--- src/rtl/jk_ff_bank_pkg.sv ---
// Shared mode encoding for the jk_ff_bank register bank and its per-bit cell.
package jk_ff_bank_pkg;

  typedef enum logic [2:0] {
    MODE_JK   = 3'd0,
    MODE_D    = 3'd1,
    MODE_T    = 3'd2,
    MODE_SR   = 3'd3,
    MODE_UP   = 3'd4,
    MODE_DN   = 3'd5,
    MODE_RSV6 = 3'd6,
    MODE_RSV7 = 3'd7
  } mode_e;

endpackage

--- src/rtl/ff_bit_cell.sv ---
// One bit of the bank: next-state for the bitwise modes (JK/D/T/SR).
// Counter and reserved modes hold here; the top level owns whole-vector ops.
module ff_bit_cell
  import jk_ff_bank_pkg::*;
(
  input  mode_e mode,
  input  logic  en,
  input  logic  j,
  input  logic  k,
  input  logic  q,
  output logic  q_nxt,
  output logic  sr_illegal
);

  always_comb begin
    q_nxt      = q;
    sr_illegal = 1'b0;
    if (en) begin
      case (mode)
        MODE_JK: q_nxt = (j & ~q) | (~k & q);
        MODE_D:  q_nxt = j;
        MODE_T:  q_nxt = q ^ j;
        MODE_SR: begin
          case ({j, k})
            2'b10:   q_nxt = 1'b1;
            2'b01:   q_nxt = 1'b0;
            2'b11:   sr_illegal = 1'b1;
            default: q_nxt = q;
          endcase
        end
        default: q_nxt = q;
      endcase
    end
  end

endmodule

--- src/rtl/jk_ff_bank.sv ---
// Multi-mode register bank: per-bit JK/D/T/SR cells plus up/down counting,
// parallel load, change mask, wrap pulse and sticky SR-illegal flag.
module jk_ff_bank
  import jk_ff_bank_pkg::*;
#(
  parameter int              WIDTH   = 8,
  parameter logic [WIDTH-1:0] RST_VAL = '0
) (
  input  logic             clk,
  input  logic             rst,
  input  logic [2:0]       mode,
  input  logic [WIDTH-1:0] en,
  input  logic [WIDTH-1:0] j,
  input  logic [WIDTH-1:0] k,
  input  logic             load,
  input  logic [WIDTH-1:0] load_val,
  input  logic             err_clr,
  output logic [WIDTH-1:0] q,
  output logic [WIDTH-1:0] qn,
  output logic [WIDTH-1:0] changed,
  output logic             carry_out,
  output logic             sr_err
);

  localparam logic [WIDTH-1:0] ALL_ONES = '1;

  mode_e            mode_s;
  logic [WIDTH-1:0] cell_nxt;
  logic [WIDTH-1:0] cell_ill;

  logic [WIDTH-1:0] q_q, q_d;
  logic [WIDTH-1:0] qn_q, qn_d;
  logic [WIDTH-1:0] changed_q, changed_d;
  logic             carry_q, carry_d;
  logic             sr_err_q, sr_err_d;
  logic             sr_set;

  assign mode_s = mode_e'(mode);

  for (genvar i = 0; i < WIDTH; i++) begin : g_cell
    ff_bit_cell u_cell (
      .mode       (mode_s),
      .en         (en[i]),
      .j          (j[i]),
      .k          (k[i]),
      .q          (q_q[i]),
      .q_nxt      (cell_nxt[i]),
      .sr_illegal (cell_ill[i])
    );
  end

  always_comb begin
    q_d     = q_q;
    carry_d = 1'b0;
    sr_set  = 1'b0;
    if (load) begin
      q_d = load_val;
    end else begin
      case (mode_s)
        MODE_JK, MODE_D, MODE_T, MODE_SR: begin
          q_d    = cell_nxt;
          sr_set = |cell_ill;
        end
        MODE_UP: if (en[0]) begin
          q_d     = q_q + 1'b1;
          carry_d = (q_q == ALL_ONES);
        end
        MODE_DN: if (en[0]) begin
          q_d     = q_q - 1'b1;
          carry_d = (q_q == '0);
        end
        default: q_d = q_q;
      endcase
    end
    // A fresh illegal event outranks a simultaneous clear.
    sr_err_d  = sr_set | (sr_err_q & ~err_clr);
    qn_d      = ~q_d;
    changed_d = q_d ^ q_q;
  end

  always_ff @(posedge clk) begin
    if (rst) begin
      q_q       <= RST_VAL;
      qn_q      <= ~RST_VAL;
      changed_q <= '0;
      carry_q   <= 1'b0;
      sr_err_q  <= 1'b0;
    end else begin
      q_q       <= q_d;
      qn_q      <= qn_d;
      changed_q <= changed_d;
      carry_q   <= carry_d;
      sr_err_q  <= sr_err_d;
    end
  end

  assign q         = q_q;
  assign qn        = qn_q;
  assign changed   = changed_q;
  assign carry_out = carry_q;
  assign sr_err    = sr_err_q;

endmodule

--- config.mk ---
export PLATFORM = sky130hd
export DESIGN_NAME = jk_ff_bank
export DESIGN_NICKNAME = d
export VERILOG_FILES = /design/src/rtl/jk_ff_bank_pkg.sv /design/src/rtl/ff_bit_cell.sv /design/src/rtl/jk_ff_bank.sv
export SDC_FILE = /design/constraint.sdc
export NUM_CORES = 1
export LEC_CHECK = 0
export CAP_MARGIN = 0
export CORE_UTILIZATION = 50
export CTS_BUF_LIST = sky130_fd_sc_hd__clkbuf_8
export CTS_CLUSTER_DIAMETER = 30
export DETAILED_ROUTE_END_ITERATION = 8
export PLACE_DENSITY = 0.82
export SETUP_SLACK_MARGIN = 0.05
export SYNTH_ARGS = -nofsm -noshare
export SYNTH_HDL_FRONTEND = slang
export SYNTH_SLANG_ARGS = --single-unit
--- constraint.sdc ---
create_clock -name clk -period 2.6 [get_ports clk]
set_input_delay 0.26 -clock clk [delete_from_list [all_inputs] [get_ports clk]]
set_output_delay 0.26 -clock clk [all_outputs]
set_load 0.01 [all_outputs]
==> GITHUB_STEP_SUMMARY, run 1 <==
### Metrics collected by this job

| Metric | Value |
|---|---|
| Post-route worst setup slack | `0.344 ns` |
| Total Die Area | `0.00519 mm^2` |
| Peak supply drop | `336 uV` |
| Antenna violations before repair | `0` |
| Fraction of layout instances using a drive strength above 1 | `0.0886` |
| Commonest cells in the netlist | `26 x dfxtp_1, 25 x nor2_1, 22 x nand2_1` |
| Total power of the final layout | `1.14 mW` |
| Max-slew violation count | `0` |
| Number of antenna-violating nets in the routed design | `0` |
| Fraction of the core area covered by cells at the end of the flow | `0.672` |
| Die span in x | `72.1 um` |
| Residual DRC | `0` |
| Source-to-sink clock delay at the later pin of the worst-skew pair | `0.27 ns` |
| Non-filler cells in the finished layout | `417` |
| Area share, top type | `0.212` |
| Worst slew margin relative to its limit | `0.488` |
| Weighted congestion at the end of routability-driven global placement | `0.880` |
| Area grow syn2layout | `29.4%` |
| Run status | `finished, final reports clean` |
| Unique cell type count in the Yosys netlist | `69` |
| TritonCTS clock tree | `yes` |
| Final design instance area without fill | `0.00318 mm^2` |
| Number of violations of the max-capacitance limit | `0` |
| TritonCTS Buffers | `3` |
| Total of hold buffers inserted after clock tree synthesis | `0` |
| Syn Inst Count | `300` |
| Post-CTS setup buffer count | `0` |
| GRT Total Usage | `0.248` |
| Yosys stat cell total | `300` |
## run 1: power by group
part           total [mW]  leakage, nW  internal, mW  switching (mW)
Combinational       0.450         1.05         0.243           0.207
Sequential          0.468        0.216         0.431          0.0364
Clock               0.222       0.0216         0.104           0.118
## run 1: flip-flops by register name, summed over array words and instances (netlist names), named ones only
register	count
carry_out	1
qn	8
q	7
changed	8
sr_err	1
## run 1: cell families after synthesis
family	count (synthesis)	share of synthesized area
compound gates	69	0.221
xor+xnor	5	0.0178
fa+ha+maj	19	0.0969
buf+inv	49	0.102
flops	26	0.212
mux	24	0.102
simple gates	108	0.248
## run 1: final timing paths
kind                 to  slack [ns]  startpoint
max          changed[4]        0.34        q[1]
min              sr_err        0.51      sr_err
max reg2reg  changed[4]        0.34        q[1]
min reg2reg      sr_err        0.51      sr_err
## run 1: placed cells by master (no fill, tap or decap), types with 6 or more instances in the layout
master	synthesis	routed
ha_1	19	19
o21ai_0	10	10
clkdlybuf4s50_1	0	64
mux2i_1	16	16
mux2_2	7	7
dfxtp_1	26	26
inv_1	19	19
nor2_1	25	25
a21oi_1	6	6
nor2b_1	11	11
buf_4	11	10
nand2_1	22	22
nand2b_1	10	10
## run 1: layout make-up
type	count	area (um^2)
clock buffers	3	41.3
fillers	408	1550
inverters	19	71.3
multi-input cells	225	1680
flip-flops and latches	26	520
well taps	67	83.8
repair buffers	77	776
## run 1: per-layer routing
metal,share of wire,global-route usage
met5,0,0
met4,0.013,0.0588
met3,0.059,0.0417
met2,0.47,0.419
met1,0.46,0.330
## run 1: critical path, stage by stage, from the launching register on
cell and delay, ns:
dfxtp_1 0.63, inv_1 0.20, ha_1 0.25, nor4bb_1 0.16
nor4_1 0.28, nor3b_1 0.09, buf_4 0.16, o21a_1 0.10
o32ai_1 0.29
**Run 1: wiring by layer**

Bar = 20 um.
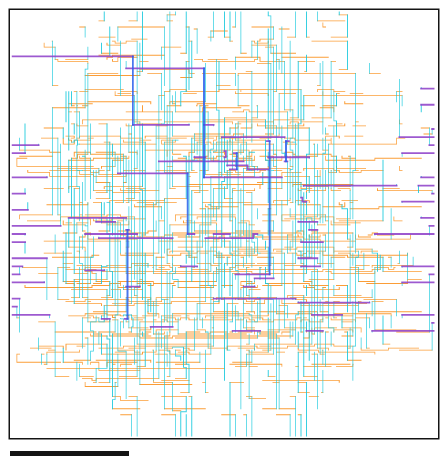
| layer | color | wire length |
|---|---|---|
| metal 2 | cyan | 2940 um |
| metal 3 | purple | 373 um |
| metal 4 | blue | 83.6 um |
| metal 1 | orange | 2860 um |

**Run 1: routed clock nets over the placement**

Bar = 20 um.
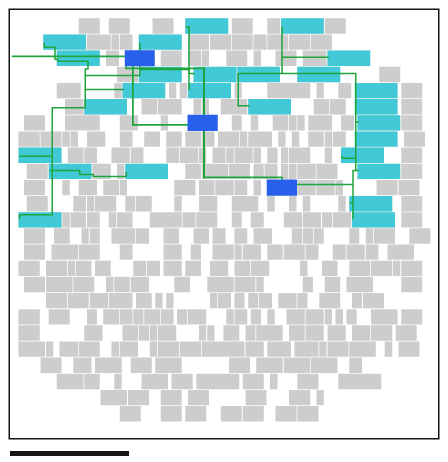
[clock drivers] blue | count: 3
[flip-flops] cyan | count: 26
[clock wires] green | length: 287 um
routed clock nets: 4

**Run 1: register map, names as in the netlist**

Other sequential cells in the stronger gray, the rest of the logic in the fainter gray.
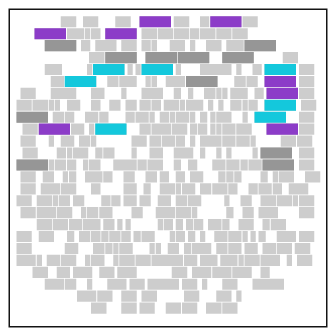
| signal | color | placed flops |
|---|---|---|
| q | cyan | 7 |
| qn | purple | 8 |
not colored: 11
sequential standard cell area: 520 um^2
Sequential Power: 468 uW

==> run 2: changes to the inputs <==
ABC_CLOCK_PERIOD_IN_PS = 2600   (was default)
RECOVER_POWER = 50   (was default)
**Run 2: clock routing**

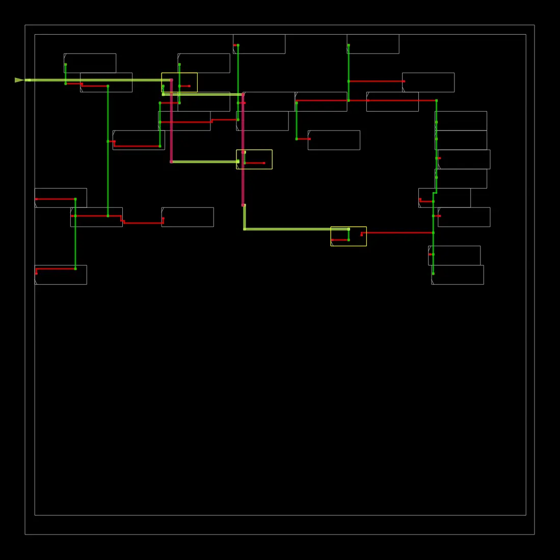
TritonCTS Buffers: 3
Flop Count: 26
source-to-sink clock delay at the later pin of the worst-skew pair: 0.27 ns
clk sinks: 26
number of clock buffer instances in the layout: 3

==> GITHUB_STEP_SUMMARY, run 2 <==
### Metrics collected by this job

| Metric | Value |
|---|---|
| Number of buffers between clock root and the deepest sink | `2` |
| Most crowded layer after global routing | `met2` |
| Residual DRC | `0` |
| Yosys stat cell total | `300` |
| Met2 wire length | `2.89 mm` |
| Area grow syn2layout | `29.3%` |
| Max-slew violation count | `0` |
| Part of the power in registers | `0.414` |
| Total Die Area | `0.00519 mm^2` |
| Weighted congestion at the end of routability-driven global placement | `0.880` |
| GR Util met3 | `0.0417` |
| Die span in x | `72.1 um` |
| Internal power summed over all cells | `766 uW` |
| Post-CTS setup buffer count | `0` |
| Wl on met1 | `2.78 mm` |
| Fraction of layout instances using a drive strength above 1 | `0.0857` |
| Worst slew margin relative to its limit | `0.484` |
| Area share, top type | `0.212` |
| Net switching power figure | `360 uW` |
| Antenna violations before repair | `0` |
| Peak supply drop | `330 uV` |
| Post-route worst setup slack | `0.301 ns` |
| Routed wl met3 | `451 um` |
| Most used logic cell in the final layout | `clkdlybuf4s50_1` |
| Total of hold buffers inserted after clock tree synthesis | `0` |
| Fraction of power spent switching nets | `0.319` |
| Leftover overflow at the end of global routing | `0` |
| Portion of total power attributed to the clock network | `0.197` |
| Highest-count cells in the layout ignoring fill and taps | `40 x clkdlybuf4s50_1, 26 x dfxtp_1, 25 x nor2_1, 24 x dlygate4sd3_1, 22 x nand2_1` |
| GRT Total Usage | `0.248` |
| Unique cell type count in the Yosys netlist | `69` |
| Number of violations of the max-capacitance limit | `0` |
| Syn Inst Count | `300` |
| GR met2 Demand/Resource | `0.419` |
| Highest metal layer used by the detailed router | `met4` |
| PostCTS Resize Cnt | `0` |
| GRT met1 Usage | `0.330` |
| Number of antenna-violating nets in the routed design | `0` |
| Combinational share of power | `0.389` |
| Run status | `finished, final reports clean` |
| Final design instance area without fill | `0.00317 mm^2` |
| Number of filler instances in the final layout | `410` |
**Run 2: routed clock nets over the placement**

Bar = 20 um.
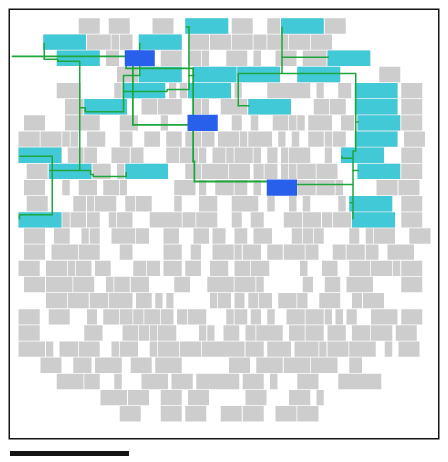
[flip-flops] cyan | count: 26
[clock wires] green | length: 289 um
[clock drivers] blue | count: 3
routed clock nets: 4

## run 2: cell counts after synthesis
No cell type changed its count.
## run 2: cells by family after synthesis
family,count (synthesis),share of synthesized area
flip-flops,26,0.212
buffers and inverters,49,0.102
adder cells (fa/ha/maj),19,0.0969
multiplexers,24,0.102
AND/OR/NAND/NOR,108,0.248
AND-OR/OR-AND,69,0.221
XOR/XNOR,5,0.0178
## run 2: layout make-up
class	count	area, um^2	area share
Clock buffer	3	41.3	0.0130
Inverter	19	71.3	0.0225
Multi-Input combinational cell	225	1680	0.531
Sequential cell	26	520	0.164
Tap cell	67	83.8	0.0264
Timing Repair Buffer	77	772	0.243
## run 2: critical path: stages, from the launching register on
cell and delay [ns]:
dfxtp_1 0.35, clkbuf_1 0.29, nor4_1 0.48, a311oi_1 0.16
a311oi_1 0.30, o211a_1 0.26, mux2_2 0.35
## run 2: stage by stage
step	hold WS [ns]	util	total power, mW	std cells
after CTS	0.516	0.672	1.14	417
after floorplan	0.428	-	0.729	300
after global placement	0.470	0.664	0.911	414
final	0.501	0.672	1.13	417
after global routing	0.543	0.672	1.19	417
after detailed placement	0.494	0.664	0.920	414
## run 2: path summary, 6_finish.rpt
check,start,to,slack (ns),cells after the start
setup / recovery,q[4],changed[7],0.30,6
hold reg to reg,sr_err,sr_err,0.50,2
setup reg to reg,q[4],changed[7],0.30,6
hold / removal,sr_err,sr_err,0.50,2
## run 2: power groups by stage
stage	combinational [mW]	clock, mW	sequential, mW
finish	0.437	0.222	0.466
global route	0.476	0.241	0.472
CTS	0.447	0.228	0.467
detailed placement	0.444	0	0.476
global placement	0.435	0	0.475
floorplan	0.263	0	0.467
Power is estimated from default activity; no workload was simulated.
